### Met1 routing

Bar = 20 um. Supply wires on this layer in grey.
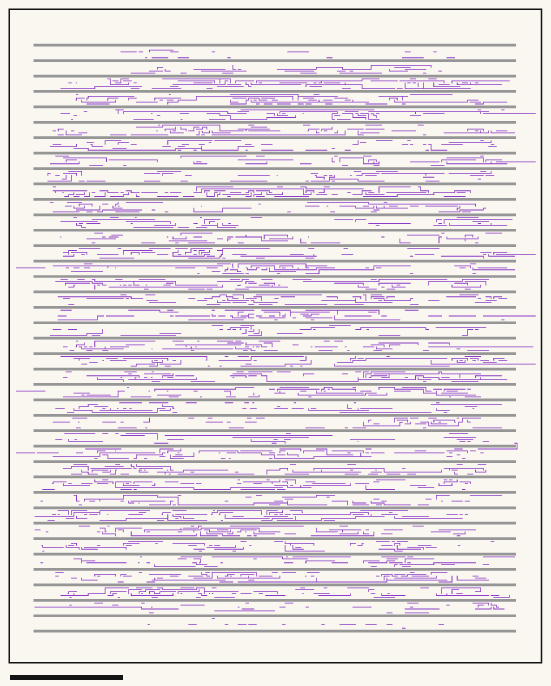
### Met2 routing

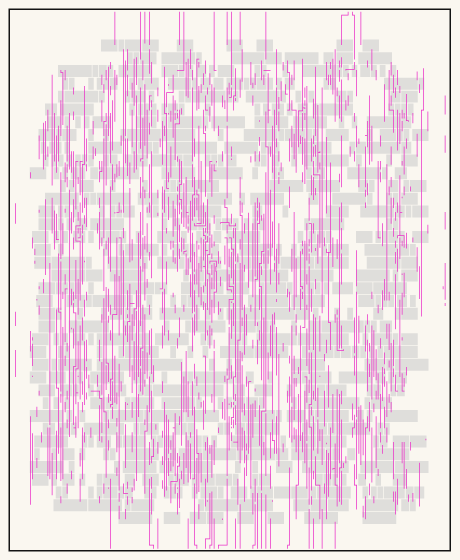
$ cat src/rtl/lidar_frame_uart_tx.sv
// LiDAR frame UART transmitter: header (MSB byte first), payload (LSB byte first)
// and optional mod-256 payload checksum, sent as 8N1 characters via an internal baud divider.
module lidar_frame_uart_tx #(
  parameter int CLK_DIV     = 16,
  parameter int HDR_BYTES   = 2,
  parameter int PAY_BYTES   = 6,
  parameter int CHECKSUM_EN = 1
) (
  input  logic                   clock,
  input  logic                   reset,
  input  logic [8*HDR_BYTES-1:0] header,
  input  logic [8*PAY_BYTES-1:0] payload,
  input  logic                   start,
  output logic                   ready,
  output logic                   busy,
  output logic                   done,
  output logic                   tx
);

  localparam int N  = HDR_BYTES + PAY_BYTES + ((CHECKSUM_EN != 0) ? 1 : 0);
  localparam int FW = 8 * N;
  localparam int BW = $clog2(CLK_DIV);
  localparam int IW = $clog2(N + 1);

  typedef enum logic [1:0] {IDLE, START, DATA, STOP} state_t;

  state_t          state, state_next;
  logic [BW-1:0]   baud_cnt;
  logic [2:0]      bit_cnt;
  logic [IW-1:0]   byte_idx;
  logic [FW-1:0]   frame_q, frame_load;
  logic [7:0]      csum;
  logic            bit_end, last_byte, accept, done_next;

  assign bit_end   = (baud_cnt == BW'(CLK_DIV - 1));
  assign last_byte = (byte_idx == IW'(N - 1));
  assign accept    = start && (state == IDLE);
  assign ready     = (state == IDLE);
  assign busy      = ~ready;

  // Frame is stored in send order from bit 0 up, so DATA only ever shifts right and sends bit 0.
  always_comb begin
    frame_load = '0;
    csum       = '0;
    for (int unsigned i = 0; i < HDR_BYTES; i++)
      frame_load[8*i +: 8] = header[8*(HDR_BYTES-1-i) +: 8];
    for (int unsigned i = 0; i < PAY_BYTES; i++) begin
      frame_load[8*(HDR_BYTES+i) +: 8] = payload[8*i +: 8];
      csum = csum + payload[8*i +: 8];
    end
    if (CHECKSUM_EN != 0)
      frame_load[FW-1 -: 8] = csum;
  end

  always_comb begin
    state_next = state;
    done_next  = 1'b0;
    case (state)
      IDLE:  if (start) state_next = START;
      START: if (bit_end) state_next = DATA;
      DATA:  if (bit_end && bit_cnt == 3'd7) state_next = STOP;
      STOP: begin
        if (bit_end) begin
          if (last_byte) begin
            state_next = IDLE;
            done_next  = 1'b1;
          end else begin
            state_next = START;
          end
        end
      end
      default: state_next = IDLE;
    endcase
  end

  always_comb begin
    tx = 1'b1;
    case (state)
      START:   tx = 1'b0;
      DATA:    tx = frame_q[0];
      default: tx = 1'b1;
    endcase
  end

  always_ff @(posedge clock) begin
    if (!reset) begin
      state    <= IDLE;
      baud_cnt <= '0;
      bit_cnt  <= '0;
      byte_idx <= '0;
      frame_q  <= '0;
      done     <= 1'b0;
    end else begin
      state    <= state_next;
      done     <= done_next;
      baud_cnt <= (state == IDLE || bit_end) ? '0 : baud_cnt + 1'b1;
      if (accept) begin
        frame_q  <= frame_load;
        byte_idx <= '0;
        bit_cnt  <= '0;
      end
      if (state == DATA && bit_end) begin
        frame_q <= frame_q >> 1;
        bit_cnt <= bit_cnt + 1'b1;
      end
      if (state == STOP && bit_end && !last_byte)
        byte_idx <= byte_idx + 1'b1;
    end
  end

endmodule
$ cat config.mk
export PLATFORM = sky130hd
export DESIGN_NAME = lidar_frame_uart_tx
export DESIGN_NICKNAME = d
export VERILOG_FILES = /design/src/rtl/lidar_frame_uart_tx.sv
export SDC_FILE = /design/constraint.sdc
export NUM_CORES = 1
export LEC_CHECK = 0
export ABC_AREA = 1
export CAP_MARGIN = 30
export CORE_ASPECT_RATIO = 1.25
export CORE_MARGIN = 4
export CORE_UTILIZATION = 55
export CTS_CLUSTER_SIZE = 20
export DETAILED_ROUTE_END_ITERATION = 8
export PLACE_DENSITY_LB_ADDON = 0.05
export SLEW_MARGIN = 0
export SYNTH_ARGS = -nofsm -noshare
export SYNTH_HDL_FRONTEND = slang
export SYNTH_SLANG_ARGS = --single-unit
$ cat constraint.sdc
create_clock -name clock -period 4.25 [get_ports clock]
set_input_delay 0.6375 -clock clock [delete_from_list [all_inputs] [get_ports clock]]
set_output_delay 0.6375 -clock clock [all_outputs]
set_load 0.1 [all_outputs]
==> run notes <==
Item: results of the latest flow run.

- The flow ran to the end, and the final reports show no timing, DRC or antenna violations.
- The synthesized design contains 86 register bits.
- The area share of the leading cell type in the synthesized netlist is 0.3417.
- After its last routability iteration, the placer logged a weighted congestion of 0.8860.
- Once routing completed, OpenROAD measured the worst setup slack at between 0.4 and 0.5 ns.
- The number of DRC markers in iteration 0 is 235.
- The pre-CTS worst setup slack is between 0.05 and 0.06 ns.
- The total power draw is between 2 and 3 mW.
- The DRC violation total left in the routed layout is recorded as 0.
- As reported, the later end of the worst-skew pair has a clock insertion delay of 0.37 ns.
- The initial antenna violation count is 0.
- Per the OpenROAD floorplan log, the area of the core is 0.008796 sq mm.
- After synthesis, the design contains between 600 and 700 cells according to Yosys.
- The final report gives the standard cell area, fillers excluded, as 0.005981 sq mm.
- Based on the critical path, the design can be clocked at up to roughly 0.26 GHz.
- For reference, the post-synthesis area per instance comes to ~7.4 sq um.
- In the placement report, post-DP HPWL is listed as between 8 and 9 mm.
- Post-route period utilization is reported as 0.9058.
- 0 antenna diodes ended up in the layout.
- For this run, the detailed router's first-pass iteration total came to 4.
- The post-CTS setup-driven buffer insertion count is 0.
- The initial cell density of the core is 0.5728.
- In this run, post-CTS hold repair placed 0 buffers.
- The hold violation total from the final report is 0.
- The library cells used most frequently in the layout, excluding fill and tap cells, are sky130_fd_sc_hd__nand2_1 (222), sky130_fd_sc_hd__inv_1 (134), sky130_fd_sc_hd__dfxtp_1 (86), sky130_fd_sc_hd__clkdlybuf4s50_1 (70), sky130_fd_sc_hd__a31oi_1 (34).
- The horizontal die dimension reported for this design is approximately 94 um.
- The setup total negative slack is 0 ns.
- STA classifies the critical path startpoint as an input port.
- For reference, the placement row count at floorplan is 38.
- The die covers 0.01077 sq mm.
- The worst hold slack is about 0.46 ns.
- The I/O pin count is approximately 71.
- Yosys mapped the design onto 35 distinct sky130hd cell types.
- The post-route clock skew is 0.007856 ns.
- Setup repair after global routing left no endpoint under its margin.
- The area growth from synthesis to layout is 18.70%.
- The per-cell via count in the routed design is 5.072.
- The count of endpoints failing setup in the final report is 0.
- The clock tree root buffer cell is sky130_fd_sc_hd__clkbuf_8.
- The number of maximum-capacitance violations is 0.
- The number of max-slew violations in the final report is 0.
- In the global route stage, overall resource usage came out at 0.2375.
- Leaving out fill and tap cells, the most frequent cell in the layout is sky130_fd_sc_hd__nand2_1.
- The detailed router reported a total wirelength of 12.02 mm.
- The number of global-route vias before repair is approximately 4400.
- The number of enable-type register cells in the synthesized netlist is 0.
- When the netlist entered floorplanning its net count stood at 793.
- The number of clock sinks came to 86.
- The top cell type by total area after synthesis is sky130_fd_sc_hd__dfxtp_1.
- The number of instances resized during post-cts repair is 0.
- Summing over every cut layer, the via total after detailed routing is between 4000 and 5000.
- The class of the tightest hold or removal check is register to register.
- Per the final layout report, the fraction of cells sized above drive strength 1 comes to 0.05108.
- The H-tree was split into 3 levels.
- The worst setup path is captured at a register.
- The pin count of the biggest net entering global routing is 48.
- The wire length of the first global-routing pass is about 20 mm.
- The pin closest to its max-slew limit shows a slew of 0.9643 ns.
- The clock tree from TritonCTS is yes.
- In the synthesis report, Yosys lists the chip area as ~0.005 sq mm.
- On the critical path the data arrives at between 4 and 5 ns.
- The placement stage leaves a total instance area of about 0.0057 sq mm.
- The number of warnings the tools reported is 30.
- The critical path class is input port to register.
- The residual antenna-violating net count after detailed routing is 0.
- The worst slew margin relative to its limit is 0.3551.
- Synthesis handed over a netlist of 684 instances.
- In the final design database the tool counted about 850 nets.
- The fraction of registers with async set or reset after synthesis is 0.
- Ranked by total cell area, the synthesized netlist is headed by sky130_fd_sc_hd__dfxtp_1 (34%), sky130_fd_sc_hd__nand2_1 (17%), sky130_fd_sc_hd__fa_1 (11%), sky130_fd_sc_hd__inv_1 (10%), sky130_fd_sc_hd__a31oi_1 (4.2%).
- The worst-case IR drop observed on VDD is around 0.25 mV.
- Dividing total power by cell area gives a power density of about 480 mW/mm^2.
- In the final routed layout, each cell accounts on average for 13.91 um.
- The critical path required time is about 4.5 ns.
- The synthesized area is between 0.005 and 0.006 sq mm.
- Per the synth stats, the flop cell with the highest instance count is sky130_fd_sc_hd__dfxtp_1.
- The global route stage reports its total congestion overflow as 0.
- The sequential fraction of the synthesis area is 0.3417.
- Along the worst path, the maximum fanout reaches 3.
- Measured along the y axis, the die boundary spans between 100 and 150 um.
- Summed over all cells, the static leakage comes to approximately 2.8 nW.
- The number of warnings reported in the yosys synthesis log is 0.
- Counting along the longest clock path gives a buffer depth of 2.
- The worst path needs between 3 and 4 ns of the cycle, external delays included.
- As logged by OpenROAD, the buffers inserted on ports number 70.
- The total CTS buffers is 9.
- Per the post-CTS timing run, clock transition at the registers of the reported paths is ~0.08 ns.
Notes on 'Met1 routing' above:
The longest straight run is 29.9 um. 773 nets have wire on it. The wires run mostly horizontal. The layer holds 41% of the routed length.

Notes on 'Met2 routing' above:
The longest straight run is 52.5 um. 679 nets have wire on it. The wires run mostly vertical.

[stage by stage]
step	std cells	util
detailed placement	849	0.6531
global placement	849	0.6531
floorplan	684	-
CTS	864	0.6799
finish	864	0.6799
global route	864	0.6799
[per-layer routing]
| layer | vias to the layer above | GRT usage | wire, um | share of wire |
|---|---|---|---|---|
| li1 | 2226 | - | - | - |
| met1 | 1996 | 0.2844 | 4919 | 0.41 |
| met2 | 128 | 0.4051 | 5986 | 0.50 |
| met3 | 32 | 0.04647 | 660 | 0.055 |
| met4 | 0 | 0.1214 | 456 | 0.038 |
| met5 | - | 0 | 0 | 0 |
[critical path: stages]
cell,delay [ns]
sky130_fd_sc_hd__clkdlybuf4s50_1,0.45
sky130_fd_sc_hd__inv_1,0.06
sky130_fd_sc_hd__fa_1,0.54
sky130_fd_sc_hd__inv_1,0.07
sky130_fd_sc_hd__fa_1,0.53
sky130_fd_sc_hd__inv_1,0.05
sky130_fd_sc_hd__fa_1,0.46
sky130_fd_sc_hd__inv_1,0.07
sky130_fd_sc_hd__ha_1,0.14
sky130_fd_sc_hd__inv_1,0.07
sky130_fd_sc_hd__fa_1,0.39
sky130_fd_sc_hd__nor2_1,0.15
sky130_fd_sc_hd__o21ai_0,0.09
sky130_fd_sc_hd__nand2_1,0.09
sky130_fd_sc_hd__xor2_1,0.15
sky130_fd_sc_hd__nand2_1,0.06
sky130_fd_sc_hd__a31oi_1,0.14
[sequential cells by signal, indices dropped and copies added, names as in the netlist]
register and flops:
byte_idx 4, state 2, bit_cnt 3, baud_cnt 4
done 1, frame_q 72
[path summary, 6_finish.rpt]
| kind | startpoint | end | slack (ns) | depth (start not counted) |
|---|---|---|---|---|
| worst min register to register | baud_cnt[0]$_SDFF_PP0_ | baud_cnt[0]$_SDFF_PP0_ | 0.46 | 1 |
| worst max register to register | state[1]$_SDFFE_PN0P_ | frame_q[40]$_SDFFE_PN0P_ | 2.15 | 10 |
| worst min-delay path | baud_cnt[0]$_SDFF_PP0_ | baud_cnt[0]$_SDFF_PP0_ | 0.46 | 1 |
| worst max-delay path | payload[2] | frame_q[70]$_SDFFE_PN0P_ | 0.40 | 17 |
[layout make-up]
type | count | area (sq um)
Fill cell | 791 | 2815
Multi-Input combinational cell | 428 | 2605
Sequential cell | 86 | 1722
Timing Repair Buffer | 76 | 745.7
Inverter | 139 | 521.8
Tap cell | 120 | 150.1
Clock buffer | 11 | 141.4
Clock inverter | 4 | 95.09
[where the power goes]
group,switching (mW),internal [mW]
sequential,0.0795,0.955
clock,0.290,0.403
combinational,0.730,0.425
total,1.10,1.78
[cells in the mapped netlist (all sizes together) (6+ instances only)]
library cell and n:
o221ai 7, ha 15, a21oi 13, o21ai 14, inv 139, nor2 35, a31oi 34, nand2 222
xnor2 6, clkbuf 10, a221oi 7, fa 27, o211ai 15, nand3 15, dfxtp 86, buf 21
[cells by family (layout without fill, tap and decap cells)]
logic type      count (synthesis)  in the layout  share of synthesized area
fa+ha+maj                      42             42                     0.1445
flops                          86             86                     0.3417
simple gates                  278            278                     0.2205
buf+inv                       170            230                     0.1413
compound gates                 98             98                     0.1346
xor+xnor                       10             10                    0.01738
Power is estimated from default activity; no workload was simulated.
